## config.mk

```make
export PLATFORM = sky130hd
export DESIGN_NAME = rect_fall_ctl
export DESIGN_NICKNAME = d
export VERILOG_FILES = /design/src/rtl/rect_fall_ctl.sv
export SDC_FILE = /design/constraint.sdc
export NUM_CORES = 1
export LEC_CHECK = 0
export ABC_AREA = 1
export CAP_MARGIN = 20
export CORE_MARGIN = 5
export CORE_UTILIZATION = 60
export CTS_CLUSTER_DIAMETER = 50
export DETAILED_ROUTE_END_ITERATION = 6
export PLACE_DENSITY = 0.85
export SYNTH_ARGS = -nofsm -noshare
export SYNTH_HDL_FRONTEND = slang
export SYNTH_SLANG_ARGS = --single-unit
```

## constraint.sdc

```tcl
create_clock -name clk -period 4.87 [get_ports clk]
set_input_delay 0.974 -clock clk [delete_from_list [all_inputs] [get_ports clk]]
set_output_delay 0.974 -clock clk [all_outputs]
set_load 0.05 [all_outputs]
```

## src/rtl/rect_fall_ctl.sv

```systemverilog
// Gravity/bounce controller for the rectangle ypos; position and velocity
// step once per frame at the rising edge of vblnk so the drawn image never tears.
module rect_fall_ctl #(
    parameter int Y_MAX  = 500,
    parameter int Y_INIT = 0,
    parameter int ACCEL  = 1,
    parameter int V_MAX  = 16,
    parameter int DAMP   = 1
) (
    input  logic        clk,
    input  logic        rst,
    input  logic        vblnk,
    input  logic        start,
    input  logic [11:0] ypos_init,
    output logic [11:0] ypos,
    output logic        busy,
    output logic        done
);

    typedef enum logic [1:0] {IDLE, FALL, RISE} state_t;

    localparam logic [11:0] YMAX_V  = 12'(Y_MAX);
    localparam logic [12:0] YMAX_W  = 13'(Y_MAX);
    localparam logic [11:0] YINIT_V = 12'(Y_INIT);
    localparam logic [5:0]  ACCEL_V = 6'(ACCEL);
    localparam logic [5:0]  VMAX_V  = 6'(V_MAX);

    state_t      state_q, state_d;
    logic [11:0] ypos_q, ypos_d;
    logic [5:0]  vel_q, vel_d;
    logic        vblnk_q;
    logic        busy_q, busy_d;
    logic        done_q, done_d;

    logic        tick;
    logic [6:0]  vsum;
    logic [5:0]  v_fall;
    logic [5:0]  v_bounce;
    logic [12:0] y_fall;
    logic [5:0]  v_rise;

    assign tick = vblnk & ~vblnk_q;

    // Falling step: saturate velocity, then add with a spare bit so the floor test cannot wrap.
    assign vsum     = {1'b0, vel_q} + {1'b0, ACCEL_V};
    assign v_fall   = (vsum > {1'b0, VMAX_V}) ? VMAX_V : vsum[5:0];
    assign v_bounce = v_fall >> DAMP;
    assign y_fall   = {1'b0, ypos_q} + {7'd0, v_fall};
    assign v_rise   = vel_q - ACCEL_V;

    always_comb begin
        state_d = state_q;
        ypos_d  = ypos_q;
        vel_d   = vel_q;
        busy_d  = busy_q;
        done_d  = 1'b0;
        case (state_q)
            IDLE: begin
                busy_d = 1'b0;
                if (start) begin
                    ypos_d  = (ypos_init > YMAX_V) ? YMAX_V : ypos_init;
                    vel_d   = 6'd0;
                    busy_d  = 1'b1;
                    state_d = FALL;
                end
            end
            FALL: begin
                if (tick) begin
                    if (y_fall < YMAX_W) begin
                        ypos_d = y_fall[11:0];
                        vel_d  = v_fall;
                    end else begin
                        ypos_d = YMAX_V;
                        vel_d  = v_bounce;
                        if (v_bounce == 6'd0) begin
                            state_d = IDLE;
                            busy_d  = 1'b0;
                            done_d  = 1'b1;
                        end else begin
                            state_d = RISE;
                        end
                    end
                end
            end
            RISE: begin
                if (tick) begin
                    if (vel_q <= ACCEL_V) begin
                        vel_d   = 6'd0;
                        state_d = FALL;
                    end else if (ypos_q < {6'd0, v_rise}) begin
                        // Would cross the top edge: pin to 0 and start falling.
                        ypos_d  = 12'd0;
                        vel_d   = 6'd0;
                        state_d = FALL;
                    end else begin
                        ypos_d = ypos_q - {6'd0, v_rise};
                        vel_d  = v_rise;
                    end
                end
            end
            default: begin
                state_d = IDLE;
                busy_d  = 1'b0;
            end
        endcase
    end

    always_ff @(posedge clk) begin
        if (rst) begin
            state_q <= IDLE;
            ypos_q  <= YINIT_V;
            vel_q   <= 6'd0;
            vblnk_q <= 1'b0;
            busy_q  <= 1'b0;
            done_q  <= 1'b0;
        end else begin
            state_q <= state_d;
            ypos_q  <= ypos_d;
            vel_q   <= vel_d;
            vblnk_q <= vblnk;
            busy_q  <= busy_d;
            done_q  <= done_d;
        end
    end

    assign ypos = ypos_q;
    assign busy = busy_q;
    assign done = done_q;

endmodule
```

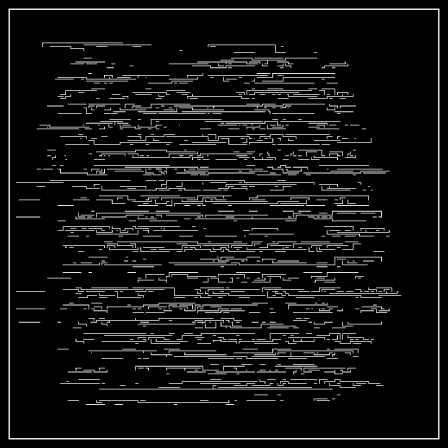
Fig. 1. M1 wires (run 1).
nets with wire on the layer: 464
share of all routed wire: 45%
wire length on this layer: 3060 um
longest straight run: 41.4 um
main direction: horizontal
via count: 2849
met1 Use GR: 31.4%
routed wire length: 6860 um

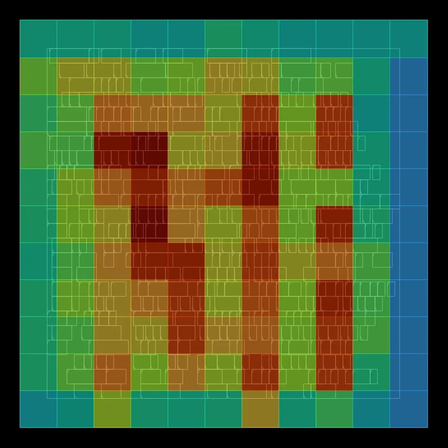
Fig. 2. Congestion heat map (run 1).
GR peak layer: met2
Layout Utilization: 69.0%

==> job_summary.md, run 1 <==
### Flow metrics

| Metric | Value |
|---|---|
| Chip Width | `76.1 um` |
| 1st-iter DRT viols | `344` |
| Internal reg-to-reg setup slack | `1400 ps` |
| Share of layout cells above drive strength 1 | `7.59%` |
| Area after DPL | `0.00292 mm2` |
| Top cells excl fill/tap | `nand2_1 (126), inv_1 (60), nor2_1 (43)` |
| Adder Area Share | `11.1%` |
| Global-route wire length before repair | `11500 um` |
| Antenna viol nets, final | `0` |
| Max Used Layer | `met4` |
| Chip Area, Yosys | `0.00262 mm2` |
| Post-CTS Resized | `0` |
| Worst VDD drop | `0.430 mV` |
| Most common logic cell in the routed design | `nand2_1` |
| Setup WS pre-CTS | `1460 ps` |
| P per Cell Area | `492 mW/mm2` |
| M3 GR Usage | `2.25%` |
| Final worst-path setup slack | `1400 ps` |
| Area leader, netlist | `nand2_1` |
| AND/OR/NAND/NOR Cells, Area Fraction | `42.1%` |
| Top-area cell type share of the netlist area | `18.1%` |
| Max-capacitance violation count | `0` |
| CP bufs+invs | `2` |
| Synth cell count leaders | `nand2_1 (126), inv_1 (60), nor2_1 (43)` |
| Yosys Instances | `439` |
| Remaining Overflow, GRT | `0` |
| Synth Cell Area | `0.00262 mm2` |
| Net switching power | `0.820 mW` |
| NumNets Final | `500` |
| Hold Path Class | `flip-flop to flip-flop` |
| Post-Syn Instances | `439` |
| Gate power share | `69.7%` |
| Distinct cells, synth | `40` |
| Final worst clock skew | `5.84 ps` |
| Final hold violation count | `0` |
| Switching share of power | `56.3%` |
| CTS clk-pin slew, worst paths | `90 ps` |
| Top post-synthesis cells by area | `nand2_1 (18%), dfxtp_1 (18%), ha_1 (9.6%), inv_1 (8.6%), nand3_1 (6.9%)` |
| Routability Congestion | `0.947` |
| Most frequent cell after synthesis | `nand2_1` |
| Sink Count | `23` |
| Number of global-route vias before repair | `2617` |
| Post-synth seq share | `17.6%` |
| Pin count of the biggest net entering global routing | `21` |
| Crit. End Element | `flip-flop` |
| Synth Net Count | `477` |
| Pre-Place Util | `61.0%` |
| Seq. cell area | `460 um2` |
| Clock group share of total power | `8.5%` |
| P_clk | `0.124 mW` |
| Pint | `0.637 mW` |
| Worst endpoint required time | `5000 ps` |
| Final Setup Violations | `0` |
| Rel. slew slack | `47.8%` |
| Minimum clock period | `3470 ps` |
| Slew Limit Fails | `0` |
| R2r endpoint | `ypos[8]` |
| Tot GR Track Use | `23.2%` |
| CTS tree | `yes` |
| Post-CTS setup buffers | `0` |
| Critical Path AT | `3600 ps` |
| Initial antenna violation count | `0` |
| Met2 WL | `3120 um` |
| Hold Worst Slack | `527 ps` |
| Tally of OpenROAD warnings | `32` |
| Tcrit/Tclk final | `71.3%` |
| XOR/XNOR Area Share | `4.68%` |
| Final instance area | `0.00296 mm2` |
| P_comb | `1.01 mW` |
| Worst Tran Pin Value | `781 ps` |
| Seq. pwr | `0.318 mW` |
| DR WL met3 | `484 um` |
| CP top delay family | `simple AND/OR/NAND/NOR gates` |
| Crit Path Category | `flip-flop to flip-flop` |
| Syn Area/Cell | `5.96 um2` |
| Top Consumer | `combinational cells` |
| Max H-tree Level | `1` |
| Row count | `24` |
| Top Ports | `30` |
| Reg2Reg Launch Point | `vel_q[1]` |
| Die area | `0.00578 mm2` |
| CP max-delay cell | `dfxtp_1` |
| Power Total | `1.46 mW` |
| Slowest cell delay on critical path | `430 ps` |
| Most frequent CP cell | `nand2_1` |
| Setup TNS | `0 ps` |
| Clock buffer depth | `2` |
| Synthesis Warnings | `0` |
| HP Start | `busy` |
| Core ar. | `0.00429 mm2` |
| Drt pass-1 iters | `5` |
| Die height | `76.1 um` |
| Port Buf Inserts | `29` |
| Vias per inst | `5.55` |
| RSZ-0062 raised after global routing | `no` |
| Post-synthesis async set-or-reset flop share | `0%` |
| Setup crit start kind | `flip-flop` |
| Main flop type | `dfxtp_1` |
| Logic area | `0.00185 mm2` |
| Hold depth | `4` |
| Number of enable flip-flop cells | `0` |
| Dpl cells | `509` |
| Late-Pin Clk Latency | `270 ps` |
| Lkg Pwr | `1.47 nW` |
| Filler cell count | `401` |
| Synth logic family | `simple AND/OR/NAND/NOR gates` |
| Critical-path cell list | `ha_1 > nand2_1 > inv_2 > nand2_1 > xor2_1 > nor2_2 > nand2_1 > inv_1 > ha_1 > fa_1 > nand2_1 > nand2_2 > nand4_1 > nand2_1 > nand2_1 > nand3_1 > nor2_4 > nand2_2 > o21ai_1 > nand2_1 > nand2_1 > a21oi_1` |
| Hold path endpoint | `busy` |
| Worst R2R Path Depth | `22` |
| Fmax | `0.288 GHz` |
| Layout Cells excl Fill | `513` |
| Dpl hpwl | `5570 um` |
| N_diodes | `0` |
| GR Util met2 | `37.2%` |
| Ys flops | `23` |
| Met1 WL | `3060 um` |
| # DRC | `0` |
| Cts-stage hold buffer count | `0` |
| Num CTS Buffers | `3` |
| Area Overhead vs Synth | `13.1%` |
| Sequential Power Share | `21.8%` |
| WL/cell | `13.4 um` |
| Outcome | `finished clean` |
| Mux share | `0%` |
| CP Max Fanout | `11` |
| CTS Root Cell | `clkbuf_8` |
| Aoi share | `12.6%` |
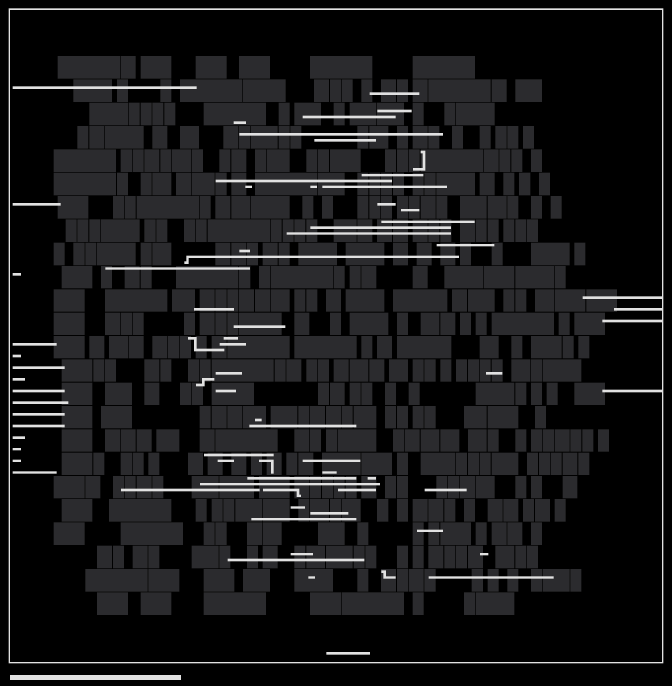
Fig. 3. M3 wires (run 1).
Bar = 20 um.
nets with wire on the layer: 64
share of all routed wire: 7.1%
main direction: horizontal
longest straight run: 31.5 um

## run 1: layout make-up
class                           instances  area share, %
Tap cell                               52           2.20
Inverter                               65           8.24
Clock inverter                          1          0.169
Sequential cell                        23           15.5
Timing Repair Buffer                   30           10.1
Clock buffer                            3           1.39
Multi-Input combinational cell        339           62.4
## run 1: sequential cells by signal (all words and copies together) (netlist names)
name	count
ypos	12
vel_q	6
state_q	2
busy	1
done	1
vblnk_q	1
## run 1: worst max path at each step
stage / start / end / slack [ps] / cells after the start
final: vel_q[1] / ypos[8] / 1400 / 22
after global routing: vel_q[1] / ypos[8] / 1050 / 22
after CTS: vel_q[1] / ypos[8] / 1430 / 22
after detailed placement: vel_q[1] / ypos[8] / 1460 / 22
after global placement: vel_q[1] / ypos[8] / 1540 / 23
after floorplan: vel_q[0] / vel_q[3] / 1930 / 24
Fig. 4: run 1, metal 4
Bar = 20 um.
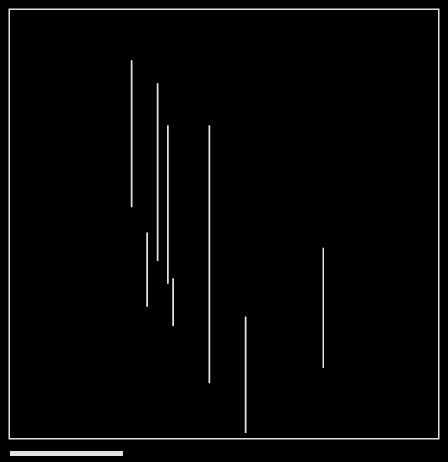

==> run 2: changes to the inputs <==
CORE_UTILIZATION = 52   (was 60)
PLACE_DENSITY = 0.78   (was 0.85)
clock period = 2.8 ns   (was 4.87 ns; I/O delays follow)
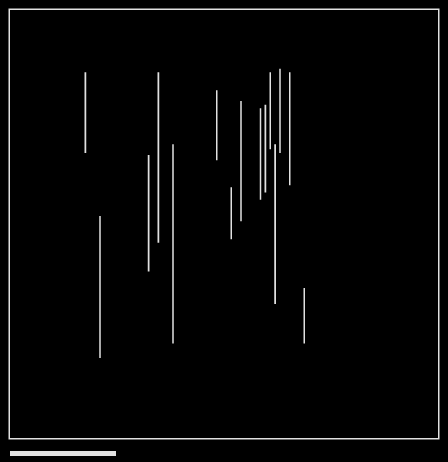
Fig. 5. Metal 4 (run 2).
Bar = 20 um.
wire length on this layer: 302 um
longest straight run: 37.4 um
main direction: vertical
nets with wire on the layer: 15
via count: 3165
routed wire length: 8540 um

==> run 2 against run 1 <==
The flow now finishes with violations (setup timing). Sequential cell count unchanged. Largest power group unchanged. Global-route usage increased by 3.4 points. Sequential share of layout area down 3.1 points. Critical endpoint is now vel_q[0]. Clock power increased by 77%. Via count up 11%. Total power rose by 110%.
==> job_summary.md, run 2 <==
### Flow metrics

| Metric | Value |
|---|---|
| Reg2Reg Launch Point | `vel_q[0]` |
| Late-Pin Clk Latency | `270 ps` |
| WP depth | `25` |
| RSZ-0062 raised after global routing | `yes` |
| Port Buf Inserts | `29` |
| AND/OR/NAND/NOR Cells, Area Fraction | `42.1%` |
| Hold path endpoint | `busy` |
| Core ar. | `0.00482 mm2` |
| Tally of OpenROAD warnings | `34` |
| P per Cell Area | `827 mW/mm2` |
| Synth logic family | `simple AND/OR/NAND/NOR gates` |
| N_diodes | `0` |
| Filler cell count | `373` |
| Minimum clock period | `3170 ps` |
| Mux share | `0%` |
| Area Overhead vs Synth | `42.4%` |
| Most frequent CP cell | `nand2_2` |
| Internal reg-to-reg setup slack | `-370 ps` |
| R2r endpoint | `vel_q[0]` |
| Post-CTS Resized | `13` |
| Synth cell count leaders | `nand2_1 (126), inv_1 (60), nor2_1 (43)` |
| Worst R2R Path Depth | `25` |
| Final worst clock skew | `4.99 ps` |
| Crit. End Element | `flip-flop` |
| CP bufs+invs | `3` |
| Post-synthesis async set-or-reset flop share | `0%` |
| Routability Congestion | `0.945` |
| Max-capacitance violation count | `0` |
| Syn Area/Cell | `5.96 um2` |
| Worst setup path startpoint | `vel_q[0]` |
| Row count | `25` |
| Max reg flops | `12` |
| CP Max Fanout | `8` |
| Synth Cell Area | `0.00262 mm2` |
| Num CTS Buffers | `3` |
| Pin count of the biggest net entering global routing | `16` |
| Worst Tran Pin Value | `501 ps` |
| Die height | `81.0 um` |
| Post-CTS setup buffers | `17` |
| Main flop type | `dfxtp_1` |
| Max Used Layer | `met4` |
| Antenna viol nets, final | `0` |
| HP Start | `busy` |
| Sink Count | `23` |
| Critical Path AT | `3320 ps` |
| Post-synth seq share | `17.6%` |
| Top post-synthesis cells by area | `nand2_1 (18%), dfxtp_1 (18%), ha_1 (9.6%), inv_1 (8.6%), nand3_1 (6.9%)` |
| Met1 WL | `3820 um` |
| Distinct cells, synth | `40` |
| Dpl hpwl | `6090 um` |
| Slew Limit Fails | `0` |
| 1st-iter DRT viols | `253` |
| Area after DPL | `0.00330 mm2` |
| Share of layout cells above drive strength 1 | `28.9%` |
| WL/cell | `14.5 um` |
| Setup crit start kind | `flip-flop` |
| Lkg Pwr | `1.84 nW` |
| Chip Area, Yosys | `0.00262 mm2` |
| Number of global-route vias before repair | `2969` |
| CTS Root Cell | `clkbuf_8` |
| Drt pass-1 iters | `5` |
| Global-route wire length before repair | `13600 um` |
| Max H-tree Level | `1` |
| Top-area cell type share of the netlist area | `18.1%` |
| Vias per inst | `5.36` |
| Layout Utilization | `77.4%` |
| DR WL met3 | `495 um` |
| Tot GR Track Use | `26.6%` |
| Aoi share | `12.6%` |
| Final instance area | `0.00373 mm2` |
| Synth Net Count | `477` |
| Synthesis Warnings | `0` |
| Clock buffer depth | `2` |
| XOR/XNOR Area Share | `4.68%` |
| Hold Path Class | `flip-flop to flip-flop` |
| Final worst-path setup slack | `-371 ps` |
| CTS clk-pin slew, worst paths | `90 ps` |
| Hold depth | `4` |
| Met1 Use GR | `35.3%` |
| # DRC | `0` |
| Crit Path Category | `flip-flop to flip-flop` |
| Outcome | `complete, but fails checks` |
| Die area | `0.00655 mm2` |
| Number of enable flip-flop cells | `0` |
| GR Util met2 | `44.3%` |
| Worst VDD drop | `0.803 mV` |
| Slowest cell delay on critical path | `380 ps` |
| Dpl cells | `566` |
| Final Setup Violations | `18` |
| Crit path capture | `vel_q[0]` |
| Ys flops | `23` |
| Chip Width | `81.0 um` |
| M3 GR Usage | `3.77%` |
| Violated checks | `setup timing` |
| CTS tree | `yes` |
| Fmax | `0.315 GHz` |
| Top cells excl fill/tap | `nand2_1 (107), buf_4 (60), inv_1 (56)` |
| Cts-stage hold buffer count | `0` |
| Met2 WL | `3930 um` |
| Layout Cells excl Fill | `590` |
| Yosys Instances | `439` |
| NumNets Final | `562` |
[run 2: power by group]
part           switching, mW  internal, mW
Clock                  0.120        0.0997
Combinational           1.41         0.891
Sequential             0.149         0.410
Total                   1.68          1.40
[run 2: per-stage QoR]
stage	hold WS, ps	setup WS, ps	total power [mW]	setup TNS, ps
6_report	525	-371	3.08	-4880
3_5_place_dp	506	-274	2.51	-3640
4_1_cts	527	-169	2.84	-2180
2_1_floorplan	472	19.5	1.91	0
5_1_grt	569	-524	3.29	-7950
3_3_place_gp	508	-159	2.47	-1590
[run 2: cell type report]
cell class	count	area, um2	share of cell area [%]
multi-input cells	339	2110	56.7
repair buffers	92	774	20.8
flip-flops and latches	23	464	12.5
inverters	65	246	6.61
well taps	67	83.8	2.25
clock buffers	3	41.3	1.11
clock inverters	1	5.00	0.134
No activity file was given, so power comes from the tool's default toggle rates.
